[src/rtl/isol_bridge.sv]
// Multi-channel isolation bridge between the M1 and M2 domains. Pipelines strobe and data words per channel.
// Drains the pipeline and clamps the outputs to zero while isolated, then resumes after a settle period.
module isol_bridge #(
    parameter int NCH        = 2,
    parameter int DW         = 8,
    parameter int STAGES     = 1,
    parameter int RESUME_CYC = 2
) (
    input  logic                ck,
    input  logic                arst_n,
    input  logic                isolate,
    input  logic [NCH-1:0]      src_ready,
    input  logic [NCH*DW-1:0]   src_data,
    output logic [NCH-1:0]      dst_execute,
    output logic [NCH*DW-1:0]   dst_data,
    output logic [1:0]          iso_state,
    output logic                iso_ack,
    output logic [15:0]         drop_cnt
);

    typedef enum logic [1:0] {
        RUN    = 2'd0,
        DRAIN  = 2'd1,
        ISO    = 2'd2,
        RESUME = 2'd3
    } state_t;

    state_t              state;
    logic [3:0]          cnt;
    logic                gate;
    logic [NCH-1:0]      rdy_pipe [STAGES];
    logic [NCH*DW-1:0]   dat_pipe [STAGES];

    // Gating is combinational so the very cycle isolate rises is already blocked.
    assign gate = (state != RUN) | isolate;

    always_ff @(posedge ck or negedge arst_n) begin
        if (!arst_n) begin
            for (int s = 0; s < STAGES; s++) begin
                rdy_pipe[s] <= '0;
                dat_pipe[s] <= '0;
            end
        end else begin
            rdy_pipe[0] <= src_ready & ~{NCH{gate}};
            dat_pipe[0] <= src_data & ~{(NCH*DW){gate}};
            for (int s = 1; s < STAGES; s++) begin
                rdy_pipe[s] <= rdy_pipe[s-1];
                dat_pipe[s] <= dat_pipe[s-1];
            end
        end
    end

    assign dst_execute = rdy_pipe[STAGES-1];
    assign dst_data    = dat_pipe[STAGES-1];

    // One counter serves both the drain length and the resume settle time.
    always_ff @(posedge ck or negedge arst_n) begin
        if (!arst_n) begin
            state   <= RUN;
            cnt     <= '0;
            iso_ack <= 1'b0;
        end else begin
            case (state)
                RUN: begin
                    if (isolate) begin
                        state <= DRAIN;
                        cnt   <= 4'(STAGES);
                    end
                end
                DRAIN: begin
                    cnt <= cnt - 4'd1;
                    if (cnt <= 4'd1) begin
                        state   <= ISO;
                        iso_ack <= 1'b1;
                    end
                end
                ISO: begin
                    if (!isolate) begin
                        state   <= RESUME;
                        cnt     <= 4'(RESUME_CYC);
                        iso_ack <= 1'b0;
                    end
                end
                RESUME: begin
                    if (isolate) begin
                        state   <= ISO;
                        cnt     <= '0;
                        iso_ack <= 1'b1;
                    end else begin
                        cnt <= cnt - 4'd1;
                        if (cnt <= 4'd1) begin
                            state <= RUN;
                        end
                    end
                end
                default: begin
                    state   <= RUN;
                    cnt     <= '0;
                    iso_ack <= 1'b0;
                end
            endcase
        end
    end

    assign iso_state = state;

    always_ff @(posedge ck or negedge arst_n) begin
        if (!arst_n) begin
            drop_cnt <= '0;
        end else if (gate && (|src_ready) && (drop_cnt != 16'hFFFF)) begin
            drop_cnt <= drop_cnt + 16'd1;
        end
    end

endmodule

[config.mk]
export PLATFORM = sky130hd
export DESIGN_NAME = isol_bridge
export DESIGN_NICKNAME = d
export VERILOG_FILES = /design/src/rtl/isol_bridge.sv
export SDC_FILE = /design/constraint.sdc
export NUM_CORES = 1
export LEC_CHECK = 0
export CORE_UTILIZATION = 49
export DETAILED_ROUTE_END_ITERATION = 10
export PLACE_DENSITY = 0.84
export SLEW_MARGIN = 20
export SYNTH_ARGS = -nofsm -noshare
export SYNTH_HDL_FRONTEND = slang
export SYNTH_SLANG_ARGS = --single-unit
[constraint.sdc]
create_clock -name ck -period 3 [get_ports ck]
set_clock_uncertainty 0.05 [all_clocks]
set_input_delay 0.9 -clock ck [delete_from_list [all_inputs] [get_ports ck]]
set_output_delay 0.9 -clock ck [all_outputs]
set_load 0.01 [all_outputs]
### Routed clock nets over the placement, run 1

Scale: 8 px per µm.
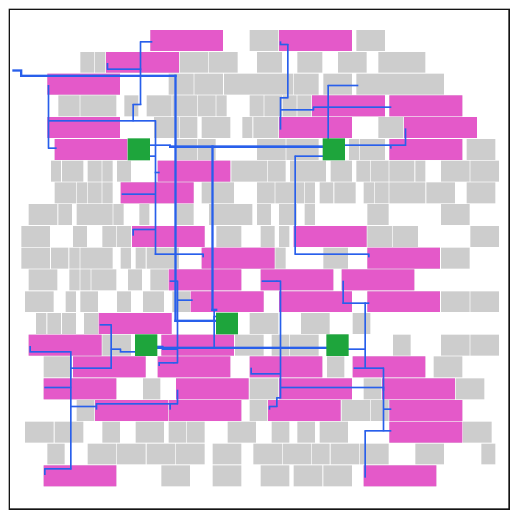
Key: clock-net drivers = green [count 5]; flip-flops = magenta [count 41]; clock wires = blue [length 439 µm]
Position of the flops: widely spread. There are 6 routed clock nets.

### Signal wires by layer, run 1

Scale: 4 px per µm.
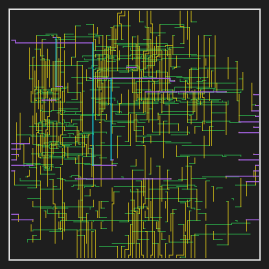
Key: M3 = purple [wire length 160 µm]; M4 = cyan [wire length 63.2 µm]; M1 = green [wire length 1400 µm]; M2 = yellow [wire length 1870 µm]
Vias: 1353
Total GRT Usage: 20.3%
Routed WL: 3.48 mm
per-cell routed wire length: 13.3 µm

==> results.txt, run 1 <==
fresh numbers from the pnr run: aoi share=6.04%, critical path's slowest cell=clkdlybuf4s50_1, adder-cell share of the synthesized area=2.11%, flop-to-flop setup slack=1270 ps, clock buffer depth=2, clock-net power=0.000335 W, status=finished clean, FFs w/ async S/R, synth=100%, nets@finish=240, Switching Share=33.2%, PD cells=726 nW/µm², max cap viols=0, Post-CTS Hold Buffers=0, Antenna Cells=0, dpl hpwl=2.65 mm, registers=41, Critical Path RT=2050 ps, synthesized cell area=1780 µm², Chip Width=62.3 µm, Sequential Power Share=45.8%, Max Clk Rate=398 MHz, CTS tree=done, LEAKAGE=1.10 nW, nonclk buf count=58, Post-CTS Setup Inserts=0, Placeable Area=3420 µm², n_taps=46, Critical Path Sink=iso_state[0], min Tclk post-route=2510 ps, Die Span Y=62.3 µm, RSZ-0062 raised after global routing=false, full die area=3880 µm², number of buffers created by CTS=5, Combinational Power Share=35.6%, multiplexer share of the synthesized area=1.47%, flops out of synthesis=41, vias per cell=5.16, Clk pwr share=18.6%, critical path class=reg -> out, Yosys top cell by instances=dfrtp_1, CP Capture Type=primary output, reg2reg end=drop_cnt[1], initial detailed-routing violation count=48, synth cell count leaders=dfrtp_1 (41), and2_1 (19), nand2_1 (16), YS warnings=0, port bufs=57, final hold vios=0, floorplan utilization=52.2%, Top class by area=registers, Int Power=0.00120 W, relative slew slack=43.5%, CP Launch Point=iso_state[0], leading area contributor after synthesis=dfrtp_1, OpenROAD warnings=27, Sw Pwr=0.000597 W, fillcell total=254, CTS Sinks=41, Placer Congestion=0.869, Comb/total area=29.7%, most numerous logic cell after layout=clkdlybuf4s50_1, IO Pins=58, simple-gate area share of the yosys netlist=24.9%, Final Slew Violations=0, sequential share of cell area=41.4%, drt pass-1 iters=4, number of clock buffers in the layout=5, CP cell instances=clkdlybuf4s50_1, reg2reg path depth=3, WHS Path Cells=1, antenna violations before repair=0, WP depth=1, Hold EP=drop_cnt[15], Final clock-cell share=2.93%, row cnt=21, fraction of layout cells with a size suffix above 1=10.2%, Register Area=1030 µm², largest stage delay on the critical path=620 ps, number of global-route vias before repair=1330, DRC=0, CP top delay family=buffers and inverters, Signal buf overhead=23.1%, clk ins delay skew pair=340 ps, Mapped Nets=177, startpoint type of the worst setup path=flip-flop, H-tree levels=2, Post-synth EDFFs=0, Top Layout Cells=clkdlybuf4s50_1 (56), dfrtp_1 (41), and2_1 (19), Post-CTS Resized=0, Hold Startpoint=drop_cnt[15], CP bufs+invs=1, combinational cell power=0.000640 W, worst flop-to-flop path startpoint=iso_state[0], Root Driver=clkbuf_4, total power=0.00180 W, xor+xnor area frac=6.88%, comb area leader=simple AND/OR/NAND/NOR gates, first-pass GRT wire length=6.09 mm, Post-DRT Antenna Nets=0, Cells after Synth=153, Seq. pwr=0.000824 W, post-synthesis sequential area ratio=57.6%, cell count listed in synth_stat.txt=153, gr ovfl total=0, Least-Margin Pin Slew=847 ps, Post-synth area hogs=dfrtp_1 (58%), and2_1 (6.7%), xnor2_1 (3.4%), #MultiIn Comb=107, crit-path max FO=14, chip area line of the yosys report=1780 µm², Main synth FF type=dfrtp_1, Top-area cell share=57.6%, worst vdd ir=0.539 mV, TNS Setup=0 ps, layout overhead on the synthesized area=39.0%, largest net degree at the start of global routing=42, fin crit share=83.7%, Main power group=sequential cells, setup violators final=0, Logic inverters=3, Avg Inst Size Synth=11.6 µm², worst min-delay path category=reg -> reg, Logic area=737 µm², arrival time at the worst endpoint=1560 ps, Netlist cell types=35, Clock transition at path regs=110 ps
### Logic cells by family, run 1

Scale: 4 px per µm.
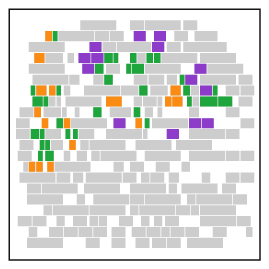
Key: aoi and oai cells = orange [cells 16, most used a21oi_1]; nand cells = green [cells 33, most used nand2_1]; xor and xnor cells = purple [cells 14]

## run 1: metrics by stage
| stage | instances | hold slack (ps) | instance area (µm²) | worst slack, ps | util, % |
|---|---|---|---|---|---|
| floorplan | 153 | 475 | 1780 | 1080 | - |
| global placement | 255 | 436 | 2400 | 513 | 70.4 |
| detailed placement | 255 | 441 | 2400 | 473 | 70.4 |
| CTS | 262 | 460 | 2480 | 466 | 72.5 |
| global route | 262 | 486 | 2480 | 362 | 72.5 |
| finish | 262 | 454 | 2480 | 488 | 72.5 |
## run 1: routing by layer
layer / GRT usage [%] / wire length [µm]
met5: 0 / 0
met3: 5.33 / 159
met4: 8.14 / 63
met1: 23.0 / 1400
met2: 36.1 / 1870
## run 1: worst reg2reg max path, stage by stage (launching register included)
cell and delay (ps):
dfrtp_1 540, o32a_2 530, a21boi_2 200, mux2_4 310
### Clock nets, run 1

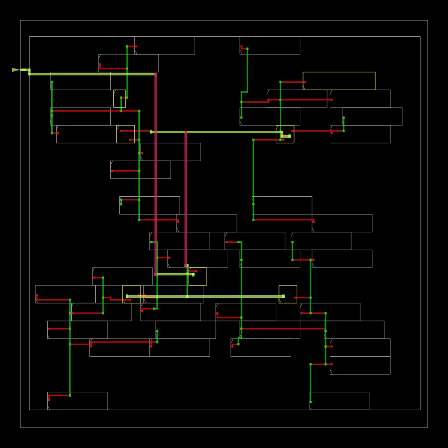

==> inputs of run 2 (changes only) <==
--- a/config.mk
+++ b/config.mk
@@ -5,9 +5,9 @@
 export SDC_FILE = /design/constraint.sdc
 export NUM_CORES = 1
 export LEC_CHECK = 0
-export CORE_UTILIZATION = 49
+export CORE_UTILIZATION = 41
 export DETAILED_ROUTE_END_ITERATION = 10
-export PLACE_DENSITY = 0.84
+export PLACE_DENSITY = 0.75
 export SLEW_MARGIN = 20
 export SYNTH_ARGS = -nofsm -noshare
 export SYNTH_HDL_FRONTEND = slang
==> constraint.sdc (replaced) <==
create_clock -name ck -period 2.3 [get_ports ck]
set_clock_uncertainty 0.05 [all_clocks]
set_input_delay 0.69 -clock ck [delete_from_list [all_inputs] [get_ports ck]]
set_output_delay 0.69 -clock ck [all_outputs]
set_load 0.01 [all_outputs]
### Clock nets, run 2

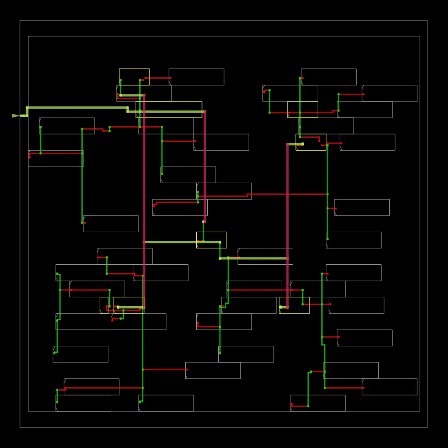
clock-net power: 0.000594 W
number of buffers created by CTS: 5

### M3 wires, run 2

Scale: 6 px per µm.
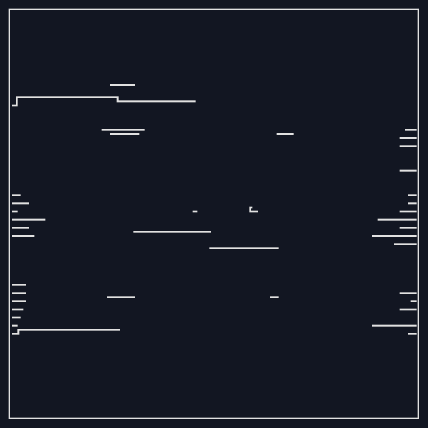
34 nets have wire on it. The longest straight run is 16.8 µm. The layer carries 173 µm of wire. The wires run mostly horizontal.

==> results.txt, run 2 <==
fresh numbers from the pnr run: vias per cell=5.03 (-2.7%), YS warnings=0 (unchanged), aoi share=6.04% (unchanged), combinational cell power=0.000859 W (+34%), critical path's slowest cell=clkdlybuf4s50_1, layout overhead on the synthesized area=43.0%, fraction of layout cells with a size suffix above 1=11.4% (+1.2 points), Post-CTS Setup Inserts=0 (unchanged), Mapped Nets=177 (unchanged), synthesized cell area=1780 µm² (unchanged), synth cell count leaders=dfrtp_1 (41), and2_1 (19), nand2_1 (16), largest net degree at the start of global routing=42 (unchanged), CP bufs+invs=1 (unchanged), Non-Filler Instances=270 (+3.1%), reg2reg end=drop_cnt[1], final hold vios=0 (unchanged), Die Span Y=67.9 µm (+9.0%), arrival time at the worst endpoint=1350 ps (-210 ps), FFs w/ async S/R, synth=100% (unchanged), Least-Margin Pin Slew=504 ps (-343 ps), CTS tree=done, Total GRT Usage=17.5% (-2.8 points), worst flop-to-flop path startpoint=iso_state[0], largest stage delay on the critical path=580 ps (-40 ps), Clock transition at path regs=70 ps (-40 ps), most numerous logic cell after layout=clkdlybuf4s50_1, Cells after DPL=262 (+2.7%), Placer Congestion=0.817 (-6.0%), leading area contributor after synthesis=dfrtp_1, CTS Sinks=41 (unchanged), adder-cell share of the synthesized area=2.11% (unchanged), chip area line of the yosys report=1780 µm² (unchanged), Critical Path RT=1560 ps (-490 ps), met2 Usage GRT=28.2% (-7.9 points), TNS Setup=0 ps (unchanged), Int Power=0.00171 W (+43%), met3 usage in global routing=4.33% (-1.0 points), number of global-route vias before repair=1268 (-4.7%), final non-filler cell area=2550 µm² (+2.9%), IO Pins=58 (unchanged), relative slew slack=66.4% (+23 points), Avg Inst Size Synth=11.6 µm² (unchanged), crit-path max FO=9 (-5), comb area leader=simple AND/OR/NAND/NOR gates, Root Driver=clkbuf_8, Post-synth area hogs=dfrtp_1 (58%), and2_1 (6.7%), xnor2_1 (3.4%), final core occ=62.4% (-10 points), Combinational Power Share=34.3% (-1.3 points), Post-CTS Hold Buffers=0 (unchanged), Sequential Power Share=42.1% (-3.7 points), first-pass GRT wire length=5.72 mm (-6.0%), Routed WL=3.41 mm (-2.2%), drt pass-1 iters=4 (unchanged), worst min-delay path category=in -> async, Seq. pwr=0.00106 W (+29%), flop-to-flop setup slack=610 ps (-660 ps), Main power group=sequential cells, per-cell routed wire length=12.6 µm (-5.1%), worst vdd ir=0.633 mV (+18%), simple-gate area share of the yosys netlist=24.9% (unchanged), antenna violations before repair=0 (unchanged), port bufs=57 (unchanged), full die area=4610 µm² (+19%), Sw Pwr=0.000795 W (+33%), placed cell area=2430 µm² (+1.1%), Yosys top cell by instances=dfrtp_1, nets@finish=243 (+1.3%), Clk pwr share=23.7% (+5.1 points), met2 routed WL=1.69 mm (-9.4%), reg2reg path depth=4 (+1), clk ins delay skew pair=300 ps (-40 ps), CP cell instances=clkdlybuf4s50_1, Chip Width=67.9 µm (+9.0%), DRC=0 (unchanged), setup violators final=0 (unchanged), gr ovfl total=0 (unchanged), Post-CTS Resized=0 (unchanged), setup ws final=210 ps (-278 ps), critical path class=reg -> out, Placeable Area=4090 µm² (+20%), floorplan utilization=43.6% (-8.6 points), fin crit share=90.9%, GRT Max-Usage Layer=met2, CP top delay family=buffers and inverters, initial detailed-routing violation count=87 (+81%), Final Slew Violations=0 (unchanged), Antenna Cells=0 (unchanged), Max Clk Rate=478 MHz, H-tree levels=2 (unchanged), Netlist cell types=35 (unchanged), RSZ-0062 raised after global routing=false, Top-area cell share=57.6% (unchanged), row cnt=23 (+9.5%), status=finished clean
### Logic cells by family, run 2

Scale: 4 px per µm.
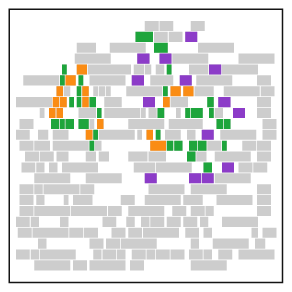
Key: nand cells = green [cells 33, most used nand2_1]; xor and xnor cells = purple [cells 14]; aoi and oai cells = orange [cells 16, most used a21oi_1]

-- run 2: cell types whose count changed in the layout (fill, tap and decap cells not counted), sizes merged --
cell,delta
buf,+3
clkbuf,+2
clkinv,-1
-- run 2: cell type report --
cell class / instances / area, µm²
flip-flops and latches: 41 / 1030
well taps: 50 / 62.6
clock inverters: 1 / 30.0
repair buffers: 61 / 596
fillers: 358 / 1540
inverters: 3 / 11.3
multi-input cells: 107 / 737
clock buffers: 7 / 86.3
-- run 2: worst max-delay path by stage --
stage	from	end	slack, ps
2_1_floorplan	isolate	drop_cnt[1]	590
3_3_place_gp	isolate	drop_cnt[1]	110
3_5_place_dp	isolate	drop_cnt[1]	110
4_1_cts	drop_cnt[4]	drop_cnt[4]	210
5_1_grt	iso_state[1]	iso_state[1]	110
6_report	iso_state[1]	iso_state[1]	210
==> inputs of run 3 (changes only) <==
--- a/config.mk
+++ b/config.mk
@@ -5,6 +5,7 @@
 export SDC_FILE = /design/constraint.sdc
 export NUM_CORES = 1
 export LEC_CHECK = 0
+export CAP_MARGIN = 20
 export CORE_UTILIZATION = 41
 export DETAILED_ROUTE_END_ITERATION = 10
 export PLACE_DENSITY = 0.75
@@ -12,3 +13,4 @@
 export SYNTH_ARGS = -nofsm -noshare
 export SYNTH_HDL_FRONTEND = slang
 export SYNTH_SLANG_ARGS = --single-unit
+export TNS_END_PERCENT = 10
### Logic cells by family, run 3

Scale: 4 px per µm.
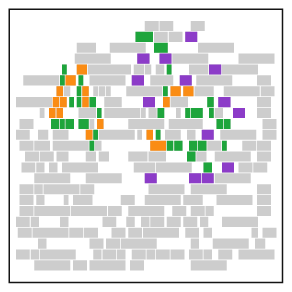
Key: xor and xnor cells = purple [cells 14]; aoi and oai cells = orange [cells 16, most used a21oi_1]; nand cells = green [cells 33, most used nand2_1]
Non-Filler Instances: 270
Comb/total area: 28.9%
most numerous logic cell after layout: clkdlybuf4s50_1

### Routed clock nets over the placement, run 3

Scale: 6 px per µm.
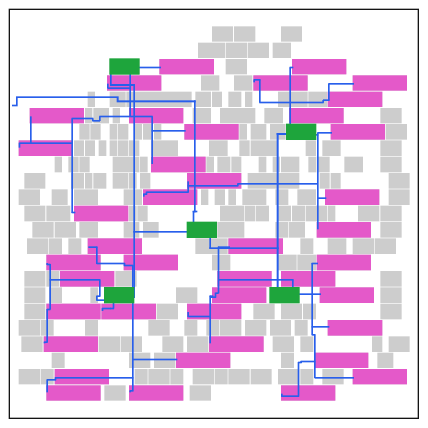
Key: clock-net drivers = green [count 5]; clock wires = blue [length 503 µm]; flip-flops = magenta [count 41]
Position of the flops: widely spread. There are 6 routed clock nets.

==> results.txt, run 3 <==
fresh numbers from the pnr run: total power=0.00251 W, Clock transition at path regs=70 ps (about the same), Avg Inst Size Synth=11.6 µm² (unchanged), final non-filler cell area=2550 µm² (unchanged), Yosys top cell by instances=dfrtp_1, placed cell area=2430 µm² (unchanged), H-tree levels=2 (unchanged), worst vdd ir=0.633 mV (unchanged), Placeable Area=4090 µm² (unchanged), reg2reg path depth=4 (unchanged), Logic area=737 µm² (unchanged), Final clock-cell share=4.57% (unchanged), Post-synth area hogs=dfrtp_1 (58%), and2_1 (6.7%), xnor2_1 (3.4%), synth cell count leaders=dfrtp_1 (41), and2_1 (19), nand2_1 (16), synthesized cell area=1780 µm² (unchanged), Antenna Cells=0 (unchanged), critical path class=reg -> out, fin crit share=90.9% (unchanged), initial detailed-routing violation count=87 (unchanged), full die area=4610 µm² (unchanged), largest stage delay on the critical path=580 ps (about the same), flop-to-flop setup slack=610 ps (about the same), Die Span Y=67.9 µm (unchanged), clk ins delay skew pair=300 ps (about the same), Top Layout Cells=clkdlybuf4s50_1 (56), dfrtp_1 (41), and2_1 (19), layout overhead on the synthesized area=43.0% (unchanged), IO Pins=58 (unchanged), YS warnings=0 (unchanged), setup ws final=210 ps (unchanged), Register Area=1030 µm² (unchanged), Critical Path Sink=iso_state[1], crit-path max FO=9 (unchanged), CTS tree=done, vias per cell=5.03 (unchanged), worst min-delay path category=in -> async, port bufs=57 (unchanged), Logic inverters=3 (unchanged), largest net degree at the start of global routing=42 (unchanged), number of clock buffers in the layout=7 (unchanged), gr ovfl total=0 (unchanged), Final Slew Violations=0 (unchanged), final hold vios=0 (unchanged), RSZ-0062 raised after global routing=false, number of buffers created by CTS=5 (unchanged), DRC=0 (unchanged), Signal buf overhead=23.4% (unchanged), registers=41 (unchanged), floorplan utilization=43.6% (unchanged), #MultiIn Comb=107 (unchanged), worst flop-to-flop path startpoint=iso_state[0], Top class by area=registers, CP Launch Point=iso_state[1], fillcell total=358 (unchanged), FFs w/ async S/R, synth=100% (unchanged), Mapped Nets=177 (unchanged), arrival time at the worst endpoint=1350 ps (about the same), Netlist cell types=35 (unchanged), Critical Path RT=1560 ps (about the same), flops out of synthesis=41, antenna violations before repair=0 (unchanged), Total GRT Usage=17.5% (unchanged), critical path's slowest cell=clkdlybuf4s50_1, nonclk buf count=61 (unchanged), n_taps=50 (unchanged), reg2reg end=drop_cnt[1], first-pass GRT wire length=5.72 mm (unchanged), CP cell instances=clkdlybuf4s50_1, leading area contributor after synthesis=dfrtp_1, nets@finish=243 (unchanged), Chip Width=67.9 µm (unchanged), Post-CTS Resized=0 (unchanged), CP bufs+invs=1 (unchanged), Least-Margin Pin Slew=504 ps (unchanged), CTS Sinks=41 (unchanged), relative slew slack=66.4% (unchanged), row cnt=23 (unchanged), status=finished clean, per-cell routed wire length=12.6 µm (unchanged), chip area line of the yosys report=1780 µm² (unchanged), drt pass-1 iters=4 (unchanged), TNS Setup=0 ps (unchanged), fraction of layout cells with a size suffix above 1=11.4% (unchanged), setup violators final=0 (unchanged), Root Driver=clkbuf_8, Routed WL=3.41 mm (unchanged), max cap viols=0, sequential share of cell area=40.3% (unchanged), number of global-route vias before repair=1268 (unchanged), Post-CTS Setup Inserts=0 (unchanged), Placer Congestion=0.817 (unchanged), Cells after DPL=262 (unchanged), CP top delay family=buffers and inverters, Top-area cell share=57.6% (unchanged)
### Signal wires by layer, run 3

Scale: 4 px per µm.
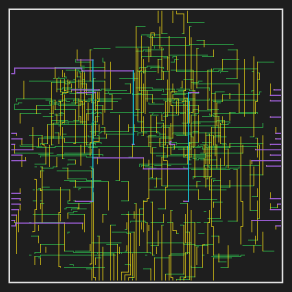
Key: M1 = green [wire length 1460 µm]; M2 = yellow [wire length 1690 µm]; M4 = cyan [wire length 80.9 µm]; M3 = purple [wire length 173 µm]

run 3: cell counts in the layout (fill, tap and decap cells not counted):
Identical to the previous run, type by type.
run 3: cells by family (layout without fill, tap and decap cells):
kind of cell	count (synthesis)	count (layout)	share of synthesized area (%)
and+or+nand+nor	71	71	24.9
DFF	41	41	57.6
AOI/OAI and AO/OA	17	17	6.04
xor gates and xnor gates	14	14	6.88
buffers and inverters	5	72	1.05
adders and majority gates	3	3	2.11
muxes	2	2	1.47
run 3: per-layer routing:
layer / routed length (µm) / GRT usage, %
met1: 1460 / 21.0
met5: 0 / 0
met4: 80 / 10.2
met2: 1690 / 28.2
met3: 173 / 4.33
run 3: report_power, final:
group          switching, W  internal, W  total (W)
registers          0.000171     0.000884    0.00106
logic              0.000384     0.000476   0.000859
clock network      0.000240     0.000354   0.000594
Power and IR drop assume default switching activity.
